--- config.mk ---
export PLATFORM = sky130hd
export DESIGN_NAME = pixel_port_arbiter
export DESIGN_NICKNAME = d
export VERILOG_FILES = /design/src/rtl/pixel_arb_pkg.sv /design/src/rtl/pixel_port_arbiter_arb_select.sv /design/src/rtl/pixel_port_arbiter.sv
export SDC_FILE = /design/constraint.sdc
export NUM_CORES = 1
export LEC_CHECK = 0
export ABC_AREA = 1
export CAP_MARGIN = 10
export CORE_MARGIN = 5
export CORE_UTILIZATION = 39
export DETAILED_ROUTE_END_ITERATION = 12
export PLACE_DENSITY = 0.77
export SLEW_MARGIN = 20
export SYNTH_ARGS = -nofsm -noshare
export SYNTH_HDL_FRONTEND = slang
export SYNTH_SLANG_ARGS = --single-unit
--- constraint.sdc ---
create_clock -name clock -period 2.29 [get_ports clock]
set_input_delay 0.5725 -clock clock [delete_from_list [all_inputs] [get_ports clock]]
set_output_delay 0.5725 -clock clock [all_outputs]
set_load 0.02 [all_outputs]
--- src/rtl/pixel_arb_pkg.sv ---
// Shared widths, screen bounds and FSM state codes for the pixel port arbiter.
// Pure declarations: no latency, no flow control.
package pixel_arb_pkg;

    localparam int X_W      = 9;
    localparam int Y_W      = 8;
    localparam int C_W      = 3;
    localparam int SCREEN_W = 320;
    localparam int SCREEN_H = 240;
    localparam int CNT_W    = 9;

    typedef logic [1:0] arb_state_t;

    localparam arb_state_t ST_IDLE    = 2'd0;
    localparam arb_state_t ST_GRANT   = 2'd1;
    localparam arb_state_t ST_RELEASE = 2'd2;

    typedef struct packed {
        logic [X_W-1:0] x;
        logic [Y_W-1:0] y;
        logic [C_W-1:0] c;
    } pixel_t;

    function automatic logic on_screen(input logic [X_W-1:0] x, input logic [Y_W-1:0] y);
        return (x < X_W'(SCREEN_W)) && (y < Y_W'(SCREEN_H));
    endfunction

endpackage

--- src/rtl/pixel_port_arbiter_arb_select.sv ---
// Combinational winner pick: fixed priority (index 0 first), or round-robin after last_owner
// when PIXEL_ARB_ROUND_ROBIN_EN is defined. Zero latency, no flow control.
module arb_select
    import pixel_arb_pkg::*;
#(
    parameter int NUM_REQ = 3,
    parameter int IDX_W   = 2
) (
    input  logic [NUM_REQ-1:0] req,
    input  logic [IDX_W-1:0]   last_owner,
    output logic [NUM_REQ-1:0] winner,
    output logic               valid
);

    logic found;

    assign valid = |req;

`ifdef PIXEL_ARB_ROUND_ROBIN_EN
    // Search starts just after the previous owner and wraps, so the previous owner is tried last.
    always_comb begin
        winner = '0;
        found  = 1'b0;
        for (int l = 0; l < NUM_REQ; l++) begin
            if (last_owner == IDX_W'(l)) begin
                for (int k = 1; k <= NUM_REQ; k++) begin
                    if (!found && req[(l + k) % NUM_REQ]) begin
                        winner[(l + k) % NUM_REQ] = 1'b1;
                        found                     = 1'b1;
                    end
                end
            end
        end
    end
`else
    logic unused_last_owner;
    assign unused_last_owner = ^last_owner;

    always_comb begin
        winner = '0;
        found  = 1'b0;
        for (int i = 0; i < NUM_REQ; i++) begin
            if (!found && req[i]) begin
                winner[i] = 1'b1;
                found     = 1'b1;
            end
        end
    end
`endif

endmodule

--- src/rtl/pixel_port_arbiter.sv ---
// Grants the VGA pixel port to one requester per burst; PIXEL_ARB_ROUND_ROBIN_EN selects round-robin.
// One cycle from owner pixel to VGA port; bursts end on req drop or after MAX_BURST plots.
module pixel_port_arbiter
    import pixel_arb_pkg::*;
#(
    parameter int NUM_REQ   = 3,
    parameter int MAX_BURST = 16
) (
    input  logic                   clock,
    input  logic                   resetn,
    input  logic [NUM_REQ-1:0]     req,
    input  logic [NUM_REQ-1:0]     req_plot,
    input  logic [NUM_REQ*X_W-1:0] req_x,
    input  logic [NUM_REQ*Y_W-1:0] req_y,
    input  logic [NUM_REQ*C_W-1:0] req_color,
    output logic [NUM_REQ-1:0]     grant,
    output logic [NUM_REQ-1:0]     done,
    output logic                   plot,
    output logic [C_W-1:0]         color,
    output logic [X_W-1:0]         xCoordinate,
    output logic [Y_W-1:0]         yCoordinate,
    output logic                   busy
);

    localparam int IDX_W = (NUM_REQ > 1) ? $clog2(NUM_REQ) : 1;

    arb_state_t         state_q, state_d;
    logic [NUM_REQ-1:0] grant_q, grant_d;
    logic [NUM_REQ-1:0] done_q, done_d;
    logic               plot_q, plot_d;
    pixel_t             pix_q, pix_d;
    logic [CNT_W-1:0]   cnt_q, cnt_d;
    logic [IDX_W-1:0]   owner_q, owner_d;

    logic [NUM_REQ-1:0] win;
    logic               win_vld;
    logic [IDX_W-1:0]   win_idx;
    logic [IDX_W-1:0]   last_sel;

    pixel_t             own_pix;
    logic               own_req;
    logic               own_plot;
    logic               burst_full;

    arb_select #(
        .NUM_REQ (NUM_REQ),
        .IDX_W   (IDX_W)
    ) u_arb_select (
        .req        (req),
        .last_owner (last_sel),
        .winner     (win),
        .valid      (win_vld)
    );

    always_comb begin
        win_idx = '0;
        for (int i = 0; i < NUM_REQ; i++) begin
            if (win[i]) begin
                win_idx = IDX_W'(i);
            end
        end
    end

`ifdef PIXEL_ARB_ROUND_ROBIN_EN
    logic [IDX_W-1:0] last_q, last_d;

    always_comb begin
        last_d = last_q;
        if (state_q == ST_IDLE && win_vld) begin
            last_d = win_idx;
        end
    end

    always_ff @(posedge clock or negedge resetn) begin
        if (!resetn) begin
            last_q <= IDX_W'(NUM_REQ - 1);
        end else begin
            last_q <= last_d;
        end
    end

    assign last_sel = last_q;
`else
    assign last_sel = IDX_W'(NUM_REQ - 1);
`endif

    // Only the owner's lanes are ever looked at; everyone else's strobes and coordinates are ignored.
    always_comb begin
        own_pix  = '0;
        own_req  = 1'b0;
        own_plot = 1'b0;
        for (int i = 0; i < NUM_REQ; i++) begin
            if (owner_q == IDX_W'(i)) begin
                own_pix.x = req_x[i*X_W +: X_W];
                own_pix.y = req_y[i*Y_W +: Y_W];
                own_pix.c = req_color[i*C_W +: C_W];
                own_req   = req[i];
                own_plot  = req_plot[i];
            end
        end
    end

    assign burst_full = (cnt_q == CNT_W'(MAX_BURST));

    always_comb begin
        state_d = state_q;
        grant_d = grant_q;
        done_d  = '0;
        plot_d  = 1'b0;
        pix_d   = pix_q;
        cnt_d   = cnt_q;
        owner_d = owner_q;

        case (state_q)
            ST_IDLE: begin
                grant_d = '0;
                if (win_vld) begin
                    state_d = ST_GRANT;
                    grant_d = win;
                    owner_d = win_idx;
                    cnt_d   = '0;
                end
            end

            ST_GRANT: begin
                // A req drop and a full counter in the same cycle share this single exit.
                if (!own_req || burst_full) begin
                    state_d = ST_RELEASE;
                    grant_d = '0;
                    done_d  = grant_q;
                end else begin
                    pix_d  = own_pix;
                    plot_d = own_plot && on_screen(own_pix.x, own_pix.y);
                    cnt_d  = cnt_q + CNT_W'(plot_d);
                end
            end

            ST_RELEASE: begin
                state_d = ST_IDLE;
                grant_d = '0;
            end

            default: begin
                state_d = ST_IDLE;
                grant_d = '0;
            end
        endcase
    end

    always_ff @(posedge clock or negedge resetn) begin
        if (!resetn) begin
            state_q <= ST_IDLE;
            grant_q <= '0;
            done_q  <= '0;
            plot_q  <= 1'b0;
            pix_q   <= '0;
            cnt_q   <= '0;
            owner_q <= '0;
        end else begin
            state_q <= state_d;
            grant_q <= grant_d;
            done_q  <= done_d;
            plot_q  <= plot_d;
            pix_q   <= pix_d;
            cnt_q   <= cnt_d;
            owner_q <= owner_d;
        end
    end

    assign grant       = grant_q;
    assign done        = done_q;
    assign plot        = plot_q;
    assign color       = pix_q.c;
    assign xCoordinate = pix_q.x;
    assign yCoordinate = pix_q.y;
    assign busy        = (state_q != ST_IDLE);

endmodule
**Run 1: wiring by layer**

Scale bar: 20 um.
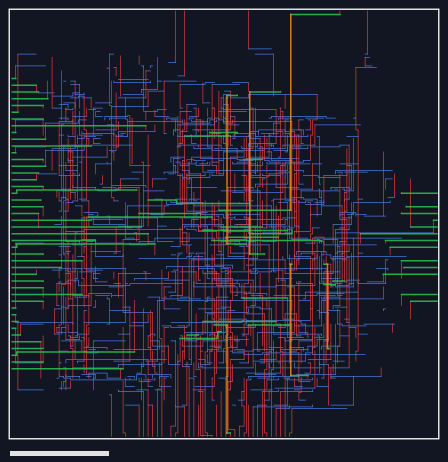
layer	color	wire length
M4	orange	163 um
M1	blue	2620 um
M3	green	747 um
M2	red	3350 um

**Run 1: the clock network**

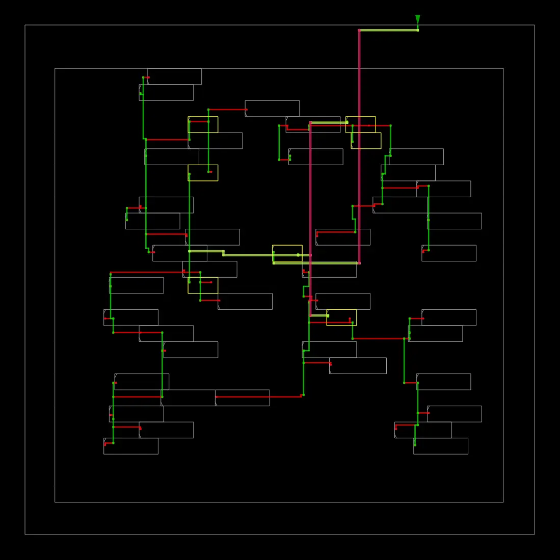
Seq cells: 40
clk latency late pin: 0.29 ns

==> results.sh, run 1 <==
# yosys + openroad results
export IMPL_fin_util_pct=66.3
export IMPL_post_cts_buffers=10
export IMPL_syn_avg_cell_area_um2=7.10
export IMPL_die_x_um=86.2
export IMPL_rrSetupSlack_ns=0.11
export IMPL_ios=96
export IMPL_dieArea_um2=7430
export IMPL_ir_worst_vdd_uv=572
export IMPL_endpoint_kind="flop"
export IMPL_power_density_nw_per_um2=1140
export IMPL_netlist_area_um2=2270
export IMPL_status="completed"
export IMPL_gp_routability_congestion=0.898
export IMPL_top_layer="met4"
export IMPL_grt_use_met1_pct=20.4
export IMPL_cp_num_buf_inv=3
export IMPL_cts_hold_buf=0
export IMPL_p_total_mw=4.22
export IMPL_path_delay_family="simple AND/OR/NAND/NOR gates"
export IMPL_maxCapViolCount=0
export IMPL_met3WireLength_um=746
export IMPL_cp_required_ns=2.52
export IMPL_setup_violations=0
export IMPL_fin_crit_ns=2.20
export IMPL_grt_use_met2_pct=31.2
export IMPL_vias_per_cell=4.94
export IMPL_synth_distinct_cells=25
export IMPL_synth_main_ff_cell="dfrtp_1"
export IMPL_die_y_um=86.2
export IMPL_yosysSeqAreaShare_pct=44.2
export IMPL_edf_count=0
export IMPL_worst_slew_pin_slew_ns=0.511
export IMPL_drtAntennaViolNets=0
export IMPL_yosysWarnings=0
export IMPL_num_vias=2525
export IMPL_critPathLaunchType="input pin"
export IMPL_grt_pass1_vias=2379
export IMPL_wl_um=6880
export IMPL_top_cells_by_count="nand2_1, dfrtp_1, nor2_1, inv_1, nand3_1"
export IMPL_htreeDepth=2
export IMPL_cts_buffers=5
export IMPL_cts_sinks=40
export IMPL_nNetsFinal=509
export IMPL_cts_max_path_buffers=2
export IMPL_cp_slowest_cell="clkdlybuf4s50_1"
export IMPL_syn_nets=389
export IMPL_layout_area_overhead_vs_synth_pct=63.0
export IMPL_core_um2=5570
export IMPL_grt_ovfl_total=0
export IMPL_placedInstanceArea_um2=3350
export IMPL_final_area_um2=3690
export IMPL_drive_gt1_share_pct=16.4
export IMPL_grt_pass1_wl_um=10700
export IMPL_max_freq_mhz=454
export IMPL_met3_usage_pct=5.80
export IMPL_rr_endpoint="cnt_q[6]"
export IMPL_rsz0062_at_grt="yes"
export IMPL_clock_skew_ns=0.00814
export IMPL_cpPeakStageDelay_ns=0.46
export IMPL_most_common_cell="nand2_1"
export IMPL_wl_per_cell_um=13.5
export IMPL_grt_max_degree=41
export IMPL_warnings=28
export IMPL_crit_path_cell_trace="clkdlybuf4s50_1 > inv_1 > nand3_1 > nand3_2 > nor2_2 > nand2_2 > nand3_2 > inv_2 > ha_4 > ha_4 > nand2_4 > nor2_4 > and3_1 > nor3_1 > nand2_1 > nand2_1"
export IMPL_cp_arrival_ns=2.43
export IMPL_synth_area_leader_cell="dfrtp_1"
export IMPL_drv_slew=0
export IMPL_antennaDiodeCount=0
export IMPL_grt_busiest_layer="met2"
export IMPL_floorplan_core_util_pct=40.7
export IMPL_final_hold_violation_count=0
export IMPL_clk_pin_slew_ns=0.07
export IMPL_grtUsageTotal_pct=17.9
export IMPL_synth_top_cells_by_area="dfrtp_1, nand2_1, nand3_1"
export IMPL_crit_type="input pin to flop"
export IMPL_ys_cells=319
export IMPL_cp_depth=16
export IMPL_cp_endpoint="cnt_q[6]"
export IMPL_crit_fanout=5
export IMPL_drt_pass1_iterations=4
export IMPL_drc_errors=0
export IMPL_relSlewSlack_pct=65.9
export IMPL_ys_chip_area_um2=2270
export IMPL_worstSetupStartpoint="req_y[20]"
export IMPL_std_cell_rows=27
export IMPL_hp_class="input pin to asynchronous set/reset pin"
export IMPL_r2r_cells=17
export IMPL_portBuffers=95
export IMPL_wirelength_met1_um=2620
export IMPL_synthCells=319
export IMPL_tritoncts="built"
export IMPL_finalClockPeriodUsage_pct=96.2
export IMPL_p_leak_nw=1.88
export IMPL_top_cell_area_share_pct=44.2
export IMPL_wl_met2_um=3350
export IMPL_synthArstFlopShare_pct=100
export IMPL_antenna_found_initial=0
export IMPL_cts_root_buf="clkbuf_8"
export IMPL_dpl_hpwl_um=4950
export IMPL_numSynthFlops=40
export IMPL_cts_resized=10
export IMPL_drt_iter0_drc=213
export IMPL_rr_startpoint="owner_q[1]"
**Run 1: cell sizes after repair**

Scale bar: 20 um.
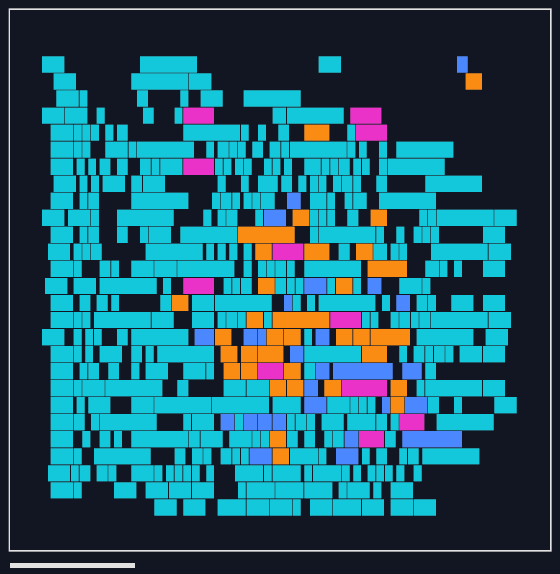
size	color	cells
x1 and smaller	cyan	367
x3 and x4	orange	34
x6 and larger	magenta	11
x2	blue	27

==> run 1: where the power goes <==
part	switching [mW]	total (mW)	internal (mW)
logic	1.45	2.64	1.19
clock network	0.230	0.498	0.268
registers	0.143	1.08	0.940
==> run 1: per-stage QoR <==
step           cells  hold WS [ns]  setup slack [ns]  setup TNS (ns)
2_1_floorplan    319         0.277            0.0164               0
3_3_place_gp     493         0.468            -0.333           -1.49
3_5_place_dp     493         0.475            -0.357           -1.71
4_1_cts          510         0.352           -0.0121         -0.0121
5_1_grt          511         0.379           -0.0896          -0.143
6_report         511         0.335            0.0875               0
==> run 1: cells by family (layout without fill, tap and decap cells) <==
| kind of cell | after synthesis | in the layout | synth area share, % |
|---|---|---|---|
| AOI/OAI and AO/OA | 42 | 42 | 9.33 |
| DFF | 40 | 40 | 44.2 |
| adders and majority gates | 2 | 2 | 1.10 |
| xor gates and xnor gates | 1 | 1 | 0.387 |
| buffers and inverters | 44 | 164 | 9.39 |
| and+or+nand+nor | 190 | 190 | 35.6 |
==> run 1: layout by cell type, fill, tap and decap left out, types with 2 or more instances in the layout <==
cell and count:
nand4_1 3, o21ai_0 3, nand2_2 6, o21ai_1 21
dfrtp_2 2, nor3b_1 2, buf_4 25, clkinv_1 2
nand3_2 6, ha_4 2, buf_6 3, nand2_1 117
inv_1 27, nor2_1 21, nor3_1 2, nand3_4 2
clkdlybuf4s50_1 83, clkbuf_8 7, nor2_2 7, nand3_1 19
dfrtp_1 38, nor2_4 3, dlymetal6s2s_1 11, a21oi_1 15
inv_2 3
==> run 1: final cells by class <==
cell class / count / area [um2]
Inverter: 33 / 126
Sequential cell: 40 / 1000
Tap cell: 72 / 90.1
Fill cell: 469 / 1880
Timing Repair Buffer: 124 / 1210
Multi-Input combinational cell: 235 / 1160
Clock buffer: 7 / 96.3
==> run 1 -> run 2 <==
--- a/config.mk
+++ b/config.mk
@@ -10,6 +10,7 @@
 export CORE_MARGIN = 5
 export CORE_UTILIZATION = 39
 export DETAILED_ROUTE_END_ITERATION = 12
+export GPL_ROUTABILITY_DRIVEN = 0
 export PLACE_DENSITY = 0.77
 export SLEW_MARGIN = 20
 export SYNTH_ARGS = -nofsm -noshare
==> results.sh, run 2 <==
# yosys + openroad results
export IMPL_ys_sh_adder_pct=1.10
export IMPL_rrSetupSlack_ns=0.11
export IMPL_clockBufferCount=7
export IMPL_nFillCells=469
export IMPL_switchingPower_mw=1.83
export IMPL_crit_type="input pin to flop"
export IMPL_register_area_um2=1000
export IMPL_grt_pass1_vias=2379
export IMPL_rsz0062_at_grt="yes"
export IMPL_largestClassByArea="buffers"
export IMPL_cp_num_buf_inv=3
export IMPL_grt_ovfl_total=0
export IMPL_power_share_clock_pct=11.8
export IMPL_cts_root_buf="clkbuf_8"
export IMPL_drc_errors=0
export IMPL_cts_hold_buf=0
export IMPL_synth_area_leader_cell="dfrtp_1"
export IMPL_final_area_um2=3690
export IMPL_hp_class="input pin to asynchronous set/reset pin"
export IMPL_relSlewSlack_pct=65.9
export IMPL_drv_slew=0
export IMPL_clk_pin_slew_ns=0.07
export IMPL_synth_main_ff_cell="dfrtp_1"
export IMPL_sh_seq_area_pct=27.2
export IMPL_ys_cells=319
export IMPL_cts_sinks=40
export IMPL_fin_ws_ns=0.0875
export IMPL_yosysSeqAreaShare_pct=44.2
export IMPL_top_cell_area_share_pct=44.2
export IMPL_xor_share_pct=0.387
export IMPL_numSynthFlops=40
export IMPL_drt_iter0_drc=213
export IMPL_layout_cells_most_common="nand2_1"
export IMPL_swShare_pct=43.3
export IMPL_tritoncts="built"
export IMPL_ys_chip_area_um2=2270
export IMPL_setup_violations=0
export IMPL_grt_max_degree=41
export IMPL_synthArstFlopShare_pct=100
export IMPL_layout_area_overhead_vs_synth_pct=63.0
export IMPL_ios=96
export IMPL_htreeDepth=2
export IMPL_synth_distinct_cells=25
export IMPL_netlist_area_um2=2270
export IMPL_comb_share_pct=31.5
export IMPL_ir_worst_vdd_uv=572
export IMPL_synth_top_cells_by_area="dfrtp_1, nand2_1, nand3_1"
export IMPL_dpl_cell_count=493
export IMPL_combGateArea_um2=1160
export IMPL_max_freq_mhz=454
export IMPL_wl_um=6880
export IMPL_die_y_um=86.2
export IMPL_drive_gt1_share_pct=16.4
export IMPL_cp_slowest_cell="clkdlybuf4s50_1"
export IMPL_critPathLaunchType="input pin"
export IMPL_finalClockPeriodUsage_pct=96.2
export IMPL_floorplan_core_util_pct=40.7
export IMPL_placedInstanceArea_um2=3350
export IMPL_status="completed"
export IMPL_fin_crit_ns=2.20
export IMPL_rr_startpoint="owner_q[1]"
export IMPL_nWellTaps=72
export IMPL_cp_arrival_ns=2.43
export IMPL_maxCapViolCount=0
export IMPL_power_density_nw_per_um2=1140
export IMPL_fin_util_pct=66.3
export IMPL_yosysWarnings=0
export IMPL_cp_depth=16
export IMPL_crit_path_cell_trace="clkdlybuf4s50_1 > inv_1 > nand3_1 > nand3_2 > nor2_2 > nand2_2 > nand3_2 > inv_2 > ha_4 > ha_4 > nand2_4 > nor2_4 > and3_1 > nor3_1 > nand2_1 > nand2_1"
export IMPL_cts_buffers=5
export IMPL_nNonClkBuffers=124
export IMPL_core_um2=5570
export IMPL_cts_max_path_buffers=2
export IMPL_flop_count=40
export IMPL_endpoint_kind="flop"
export IMPL_syn_avg_cell_area_um2=7.10
export IMPL_clkCellAreaFrac_pct=2.61
export IMPL_drt_pass1_iterations=4
export IMPL_inv_count=33
export IMPL_antenna_found_initial=0
export IMPL_combPwrFrac_pct=62.6
export IMPL_ys_sh_simple_pct=35.6
-- run 2: cell counts after synthesis --
No cell type changed its count.
-- run 2: per-stage QoR --
step | total power, mW | setup TNS [ns]
4_1_cts | 4.05 | -0.0121
3_3_place_gp | 3.30 | -1.49
3_5_place_dp | 3.34 | -1.71
6_report | 4.22 | 0
5_1_grt | 4.55 | -0.143
2_1_floorplan | 2.43 | 0
-- run 2: logic make-up (layout without fill, tap and decap cells) --
family,Yosys count,count (layout)
simple gates,190,190
buf+inv,44,164
compound gates,42,42
flops,40,40
fa+ha+maj,2,2
xor+xnor,1,1
-- run 2: per-layer routing --
layer / share of wire, % / global-route usage (%) / vias to the layer above / wire length, um
met1: 38 / 20.4 / 1161 / 2620
met4: 2.4 / 7.08 / 0 / 163
met3: 11 / 5.80 / 13 / 746
met5: 0 / 0 / - / 0
li1: - / - / 1243 / -
met2: 49 / 31.2 / 108 / 3350
-- run 2: worst max-delay path by stage --
stage	start	endpoint	slack [ns]
floorplan	owner_q[1]	cnt_q[6]	0.02
global placement	req_y[20]	cnt_q[6]	-0.33
detailed placement	req_y[20]	cnt_q[6]	-0.36
CTS	req_y[21]	yCoordinate[5]	-0.01
global route	req_y[7]	cnt_q[8]	-0.09
finish	req_y[20]	cnt_q[6]	0.09
-- run 2: repair_timing --
action                     in CTS  in global routing
gates resized                  10                 38
pin swaps                       6                 29
setup endpoints to repair       3                  7
setup buffers                  10                  4
-- run 2: power groups by stage --
stage / clock, mW / combinational (mW) / sequential, mW
finish: 0.498 / 2.64 / 1.08
global route: 0.545 / 2.89 / 1.11
CTS: 0.513 / 2.47 / 1.06
detailed placement: 0 / 2.27 / 1.07
global placement: 0 / 2.24 / 1.06
floorplan: 0 / 1.14 / 1.29
**Run 2: wiring by layer**

Scale bar: 20 um.
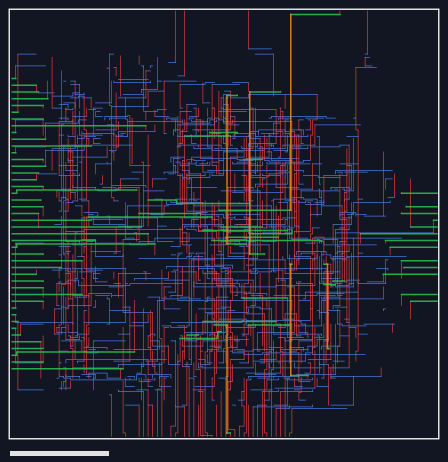
layer	color	wire length
M4	orange	163 um
M1	blue	2620 um
M3	green	747 um
M2	red	3350 um
Avg WL per Cell: 13.5 um
gr usage total: 17.9%

Power is estimated from default activity; no workload was simulated.
